--- src/rtl/switch_dispatch_arbiter.sv ---
// Captures the switch word on each debounced button rising edge into a small FIFO and hands
// one word per grant to requesting cores. Define SWDISP_ROUND_ROBIN_EN for round-robin, else fixed priority.

module switch_dispatch_lane (
    input  logic clk,
    input  logic rst_n,
    input  logic win,
    output logic gnt
);
    // Registered one-cycle grant pulse for a single requester.
    always_ff @(posedge clk or negedge rst_n) begin
        if (!rst_n) gnt <= 1'b0;
        else        gnt <= win;
    end
endmodule

module switch_dispatch_arbiter #(
    parameter int NUM_REQ    = 4,
    parameter int FIFO_DEPTH = 4
) (
    input  logic                          HCLK,
    input  logic                          HRESETn,
    input  logic [31:0]                   Switches,
    input  logic                          Button,
    input  logic [NUM_REQ-1:0]            Req,
    output logic [NUM_REQ-1:0]            Gnt,
    output logic [31:0]                   Data,
    output logic [$clog2(FIFO_DEPTH):0]   Count,
    output logic                          Overflow,
    input  logic                          Clear_Overflow
);
    localparam int PW = $clog2(FIFO_DEPTH);
    localparam int IW = (NUM_REQ > 1) ? $clog2(NUM_REQ) : 1;
    localparam logic [PW:0] FULL_CNT = (PW+1)'(FIFO_DEPTH);

    logic [31:0]        mem [FIFO_DEPTH];
    logic [PW-1:0]      wr_ptr, rd_ptr;
    logic               last_button;
    logic               capture, full, push, pop;
    logic [IW-1:0]      sel;
    logic [NUM_REQ-1:0] win;

    assign capture = Button && !last_button;
    assign full    = (Count == FULL_CNT);
    assign push    = capture && !full;
    // Pop looks at the pre-push count, so a word landing in an empty FIFO waits a cycle.
    assign pop     = (Count != '0) && (|Req);

`ifdef SWDISP_ROUND_ROBIN_EN
    logic [IW-1:0] last_gnt;
    logic [IW-1:0] idx;
    logic          found;

    always_comb begin
        sel   = last_gnt;
        idx   = '0;
        found = 1'b0;
        for (int i = 1; i <= NUM_REQ; i++) begin
            idx = IW'((int'(last_gnt) + i) % NUM_REQ);
            if (!found && Req[idx]) begin
                sel   = idx;
                found = 1'b1;
            end
        end
    end

    always_ff @(posedge HCLK or negedge HRESETn) begin
        if (!HRESETn)  last_gnt <= IW'(NUM_REQ - 1);
        else if (pop)  last_gnt <= sel;
    end
`else
    always_comb begin
        sel = '0;
        for (int i = NUM_REQ - 1; i >= 0; i--) begin
            if (Req[i]) sel = IW'(i);
        end
    end
`endif

    always_comb begin
        win = '0;
        if (pop) win[sel] = 1'b1;
    end

    for (genvar g = 0; g < NUM_REQ; g++) begin : g_lane
        switch_dispatch_lane u_lane (
            .clk   (HCLK),
            .rst_n (HRESETn),
            .win   (win[g]),
            .gnt   (Gnt[g])
        );
    end

    // Storage needs no reset: Count and the pointers define which entries are live.
    always_ff @(posedge HCLK) begin
        if (push) mem[wr_ptr] <= Switches;
    end

    always_ff @(posedge HCLK or negedge HRESETn) begin
        if (!HRESETn) begin
            wr_ptr      <= '0;
            rd_ptr      <= '0;
            Count       <= '0;
            Data        <= '0;
            Overflow    <= 1'b0;
            last_button <= 1'b0;
        end else begin
            last_button <= Button;
            if (push) wr_ptr <= wr_ptr + 1'b1;
            if (pop) begin
                rd_ptr <= rd_ptr + 1'b1;
                Data   <= mem[rd_ptr];
            end
            case ({push, pop})
                2'b10:   Count <= Count + 1'b1;
                2'b01:   Count <= Count - 1'b1;
                default: Count <= Count;
            endcase
            if (capture && full)     Overflow <= 1'b1;
            else if (Clear_Overflow) Overflow <= 1'b0;
        end
    end
endmodule

--- config.mk ---
export PLATFORM = sky130hd
export DESIGN_NAME = switch_dispatch_arbiter
export DESIGN_NICKNAME = d
export VERILOG_FILES = /design/src/rtl/switch_dispatch_arbiter.sv
export SDC_FILE = /design/constraint.sdc
export NUM_CORES = 1
export LEC_CHECK = 0
export CORE_AREA = 2 2 122 124
export DETAILED_ROUTE_END_ITERATION = 10
export DIE_AREA = 0 0 124 126
export PLACE_DENSITY = 0.71
export SLEW_MARGIN = 10
export SYNTH_ARGS = -nofsm -noshare
export SYNTH_HDL_FRONTEND = slang
export SYNTH_HIERARCHICAL = 1
export SYNTH_SLANG_ARGS = --single-unit
--- constraint.sdc ---
create_clock -name HCLK -period 2 [get_ports HCLK]
set_clock_uncertainty 0.1 [all_clocks]
set_input_delay 0.4 -clock HCLK [delete_from_list [all_inputs] [get_ports HCLK]]
set_output_delay 0.4 -clock HCLK [all_outputs]
set_load 0.005 [all_outputs]
**Gate families picked out**

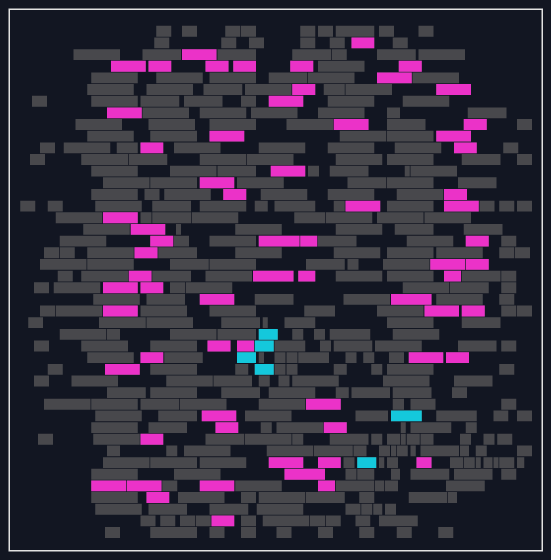
[adder and majority cells] cyan | cells: 6
[multiplexers] magenta | cells: 66 | where: widely spread

**Nets reached from selected ports**

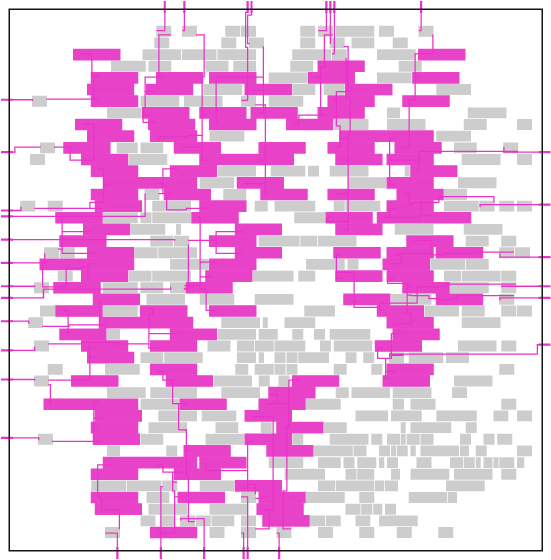
[Switches] magenta | bits: 32 | direction: input | edge: 12 left, 8 top, 6 right, 6 bottom | end cells: 128 | wire: 1560 um

==> run_results.csv <==
group,metric,value,unit
outcome,status,"complete, no violations",
finish,drive_gt1_share,31.5,%
clock_network,numCtsBuffers,17,
route,drc_errors,0,
worst_hold_path,hp-class,"in -> async",
worst_setup_path,cp-start-kind,"flip-flop",
worst_setup_path,rrSetupSlack,0.13,ns
final_timing,finalCritPeriodShare,96.3,%
yosys,yosys_area,0.00659,sq mm
global_route,grt_pass1_wl,17.7,mm
route,vias_per_cell,5.04,
route,drt_iter0_drc,201,
clock_network,cts_buffer_depth,2,
route,firstDrtPassIters,4,
floorplanning,fp_util,46.0,%
yosys,ys_cells,288,
final_timing,final.setup.tns,0,ns
global_route,antenna_found_initial,0,
finish,fin_nets,449,
place,io_buffers,79,
final_timing,worstMarginPinSlew,0.354,ns
pwr,ir_drop,0.531,mV
route,wl_per_cell,18.8,um
final_timing,fmax,0.519,GHz
place,place_area,0.00779,sq mm
finish,postLayoutCellArea,0.00838,sq mm
route,drt_wl_total,11.3,mm
floorplanning,chipArea,0.0156,sq mm
floorplanning,rows,44,
final_timing,slew_headroom,76.4,%
place,pre_cts_slack,-0.342,ns
final_timing,worst_slack,0.0735,ns
finish,area_growth,27.2,%
worst_setup_path,arrival,1.43,ns
yosys,synth.distinct_cells,30,
yosys,ys_seq_share,75.5,%
final_timing,min_period,1.93,ns
floorplanning,die_y,126,um
worst_setup_path,cp-startpoint,"Count[0]",
floorplanning,core_area,0.0143,sq mm
flow_run,openroad.warnings,29,
worst_setup_path,crit_type,"reg -> out",
route,vias,3023,
place,place.gp.congestion,0.723,
global_route,grt_use_total,15.8,%
worst_setup_path,cpPeakStageDelay,0.50,ns
finish,final_util,58.5,%
clock_network,worstSkewPairLatency,0.41,ns
yosys,synthCells,288,
clock_network,postCtsSetupBuffers,0,
flow_run,cap_violations,0,
pwr,power_density,1420,mW/mm^2
clock_network,root_buffer,"clkbuf_16",
worst_setup_path,slowest_stage,"clkdlybuf4s50_1",
worst_setup_path,endpoint,"Count[0]",
final_timing,final-hold-violation-count,0,
worst_setup_path,critical_path_peak_fanout,4,
clock_network,cts_tree,"done",
clock_network,path_clk_slew,0.06,ns
yosys,ys.flops,173,
worst_setup_path,r2r-start,"Count[0]",
worst_setup_path,reg2reg_depth,9,
final_timing,setup_viol,0,
final_timing,rsz0062_at_grt,"no",
worst_setup_path,path_cells,"buf_4 > clkdlybuf4s50_1",
route,ant_nets,0,
yosys,yosysWarningCount,6,
global_route,grt_pass1_vias,3218,
pwr,p_leak,3.06,nW
floorplanning,ios,80,
final_timing,maxSlewViolCount,0,
global_route,grt_overflow,0,
floorplanning,die_w,124,um
yosys,synth_nets,334,
yosys,avgSynthCellArea,22.9,sq um
**Clock distribution**

The bar under the picture is 20 um long.
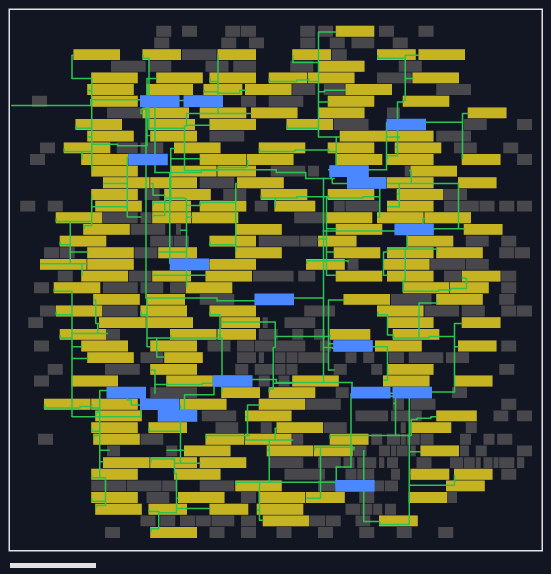
[flip-flops] yellow | count: 173
[clock wires] green | length: 1890 um
[cells driving clock nets] blue | count: 17
flops lie: widely spread

-- kinds of logic after synthesis --
logic type / after synthesis / synth area share, %
XOR/XNOR: 6 / 0.798
AND-OR/OR-AND: 2 / 0.171
flip-flops: 173 / 75.5
AND/OR/NAND/NOR: 17 / 2.03
buffers and inverters: 18 / 1.71
adder cells (fa/ha/maj): 6 / 1.25
multiplexers: 66 / 18.6
-- critical path, delay by kind of cell, from the launching register on --
kind                   cells  cell delay (ns)
flip-flops                 1             0.37
buffers and inverters      2             0.65
-- timing repair --
| item | in CTS | in global routing |
|---|---|---|
| hold buffers | 1 | 0 |
| hold endpoints to repair | 45 | 0 |
| gates resized | 0 | 2 |
| endpoints found under the setup margin | 0 | 1 |
-- metal layers --
metal | GRT usage [%] | share of wire [%]
met5 | 0 | 0
met3 | 4.76 | 4.8
met4 | 5.55 | 1.3
met1 | 21.1 | 44
met2 | 24.9 | 50
-- power breakdown --
group          leakage, nW  switching (mW)  internal [mW]
Clock                0.263            1.36           1.80
Sequential            1.69           0.353           4.62
Combinational         1.11            1.37           2.37
-- cell usage after synthesis --
cell        n  area share [%]
edfxtp_1  128              58
dfrtp_1    45              17
mux2_4     28             6.4
mux4_2     28             9.6
inv_1       7            0.40
ha_1        5            0.95
and2_1      4            0.38
buf_6       4            0.68
mux2_2      4            0.68
mux4_1      4             1.6
xor2_1      4            0.53
buf_2       3            0.23
buf_4       3            0.34
nand2b_1    2            0.19
nor2_1      2            0.11
nor3b_1     2            0.23
xnor2_1     2            0.27
a21oi_1     1           0.076
clkbuf_1    1           0.057
fa_1        1            0.30
mux2_1      1            0.17
mux2i_1     1            0.15
nand2_1     1           0.057
nor2_4      1            0.17
nor2b_1     1           0.095
nor3_4      1            0.25
nor4_1      1           0.095
nor4_4      1            0.32
nor4b_1     1            0.13
o22ai_1     1           0.095
-- through the flow --
step	total power [mW]	hold WS, ns	cells
floorplan	7.30	0.00441	288
global placement	8.76	0.0904	567
detailed placement	8.84	0.0936	567
CTS	12.0	0.180	600
global route	12.5	0.216	600
finish	11.9	0.201	600
-- cell type report --
| type | instances | area [sq um] |
|---|---|---|
| Clock inverter | 11 | 111 |
| Clock buffer | 21 | 460 |
| Sequential cell | 173 | 4970 |
| Multi-Input combinational cell | 97 | 1510 |
| Inverter | 7 | 26.3 |
| Fill cell | 1053 | 5940 |
| Timing Repair Buffer | 107 | 1060 |
| Tap cell | 184 | 230 |
-- layout by cell type, fill, tap and decap left out, types with 5 or more instances in the layout --
cell type        count
mux2_4              28
dfrtp_1             41
clkbuf_16           17
clkinvlp_4           5
clkdlybuf4s50_1     78
mux4_2              28
edfxtp_1           128
inv_1                7
buf_12               5
buf_4               22
ha_1                 5
-- sequential cells by signal, indices dropped and copies added (netlist names) --
register           cells
wr_ptr                 2
Count                  3
Data                  32
mem                  128
last_button            1
Overflow               1
rd_ptr                 2
g_lane.u_lane/gnt      4
Power figures rest on the tool's default switching activity, not on a simulated workload.
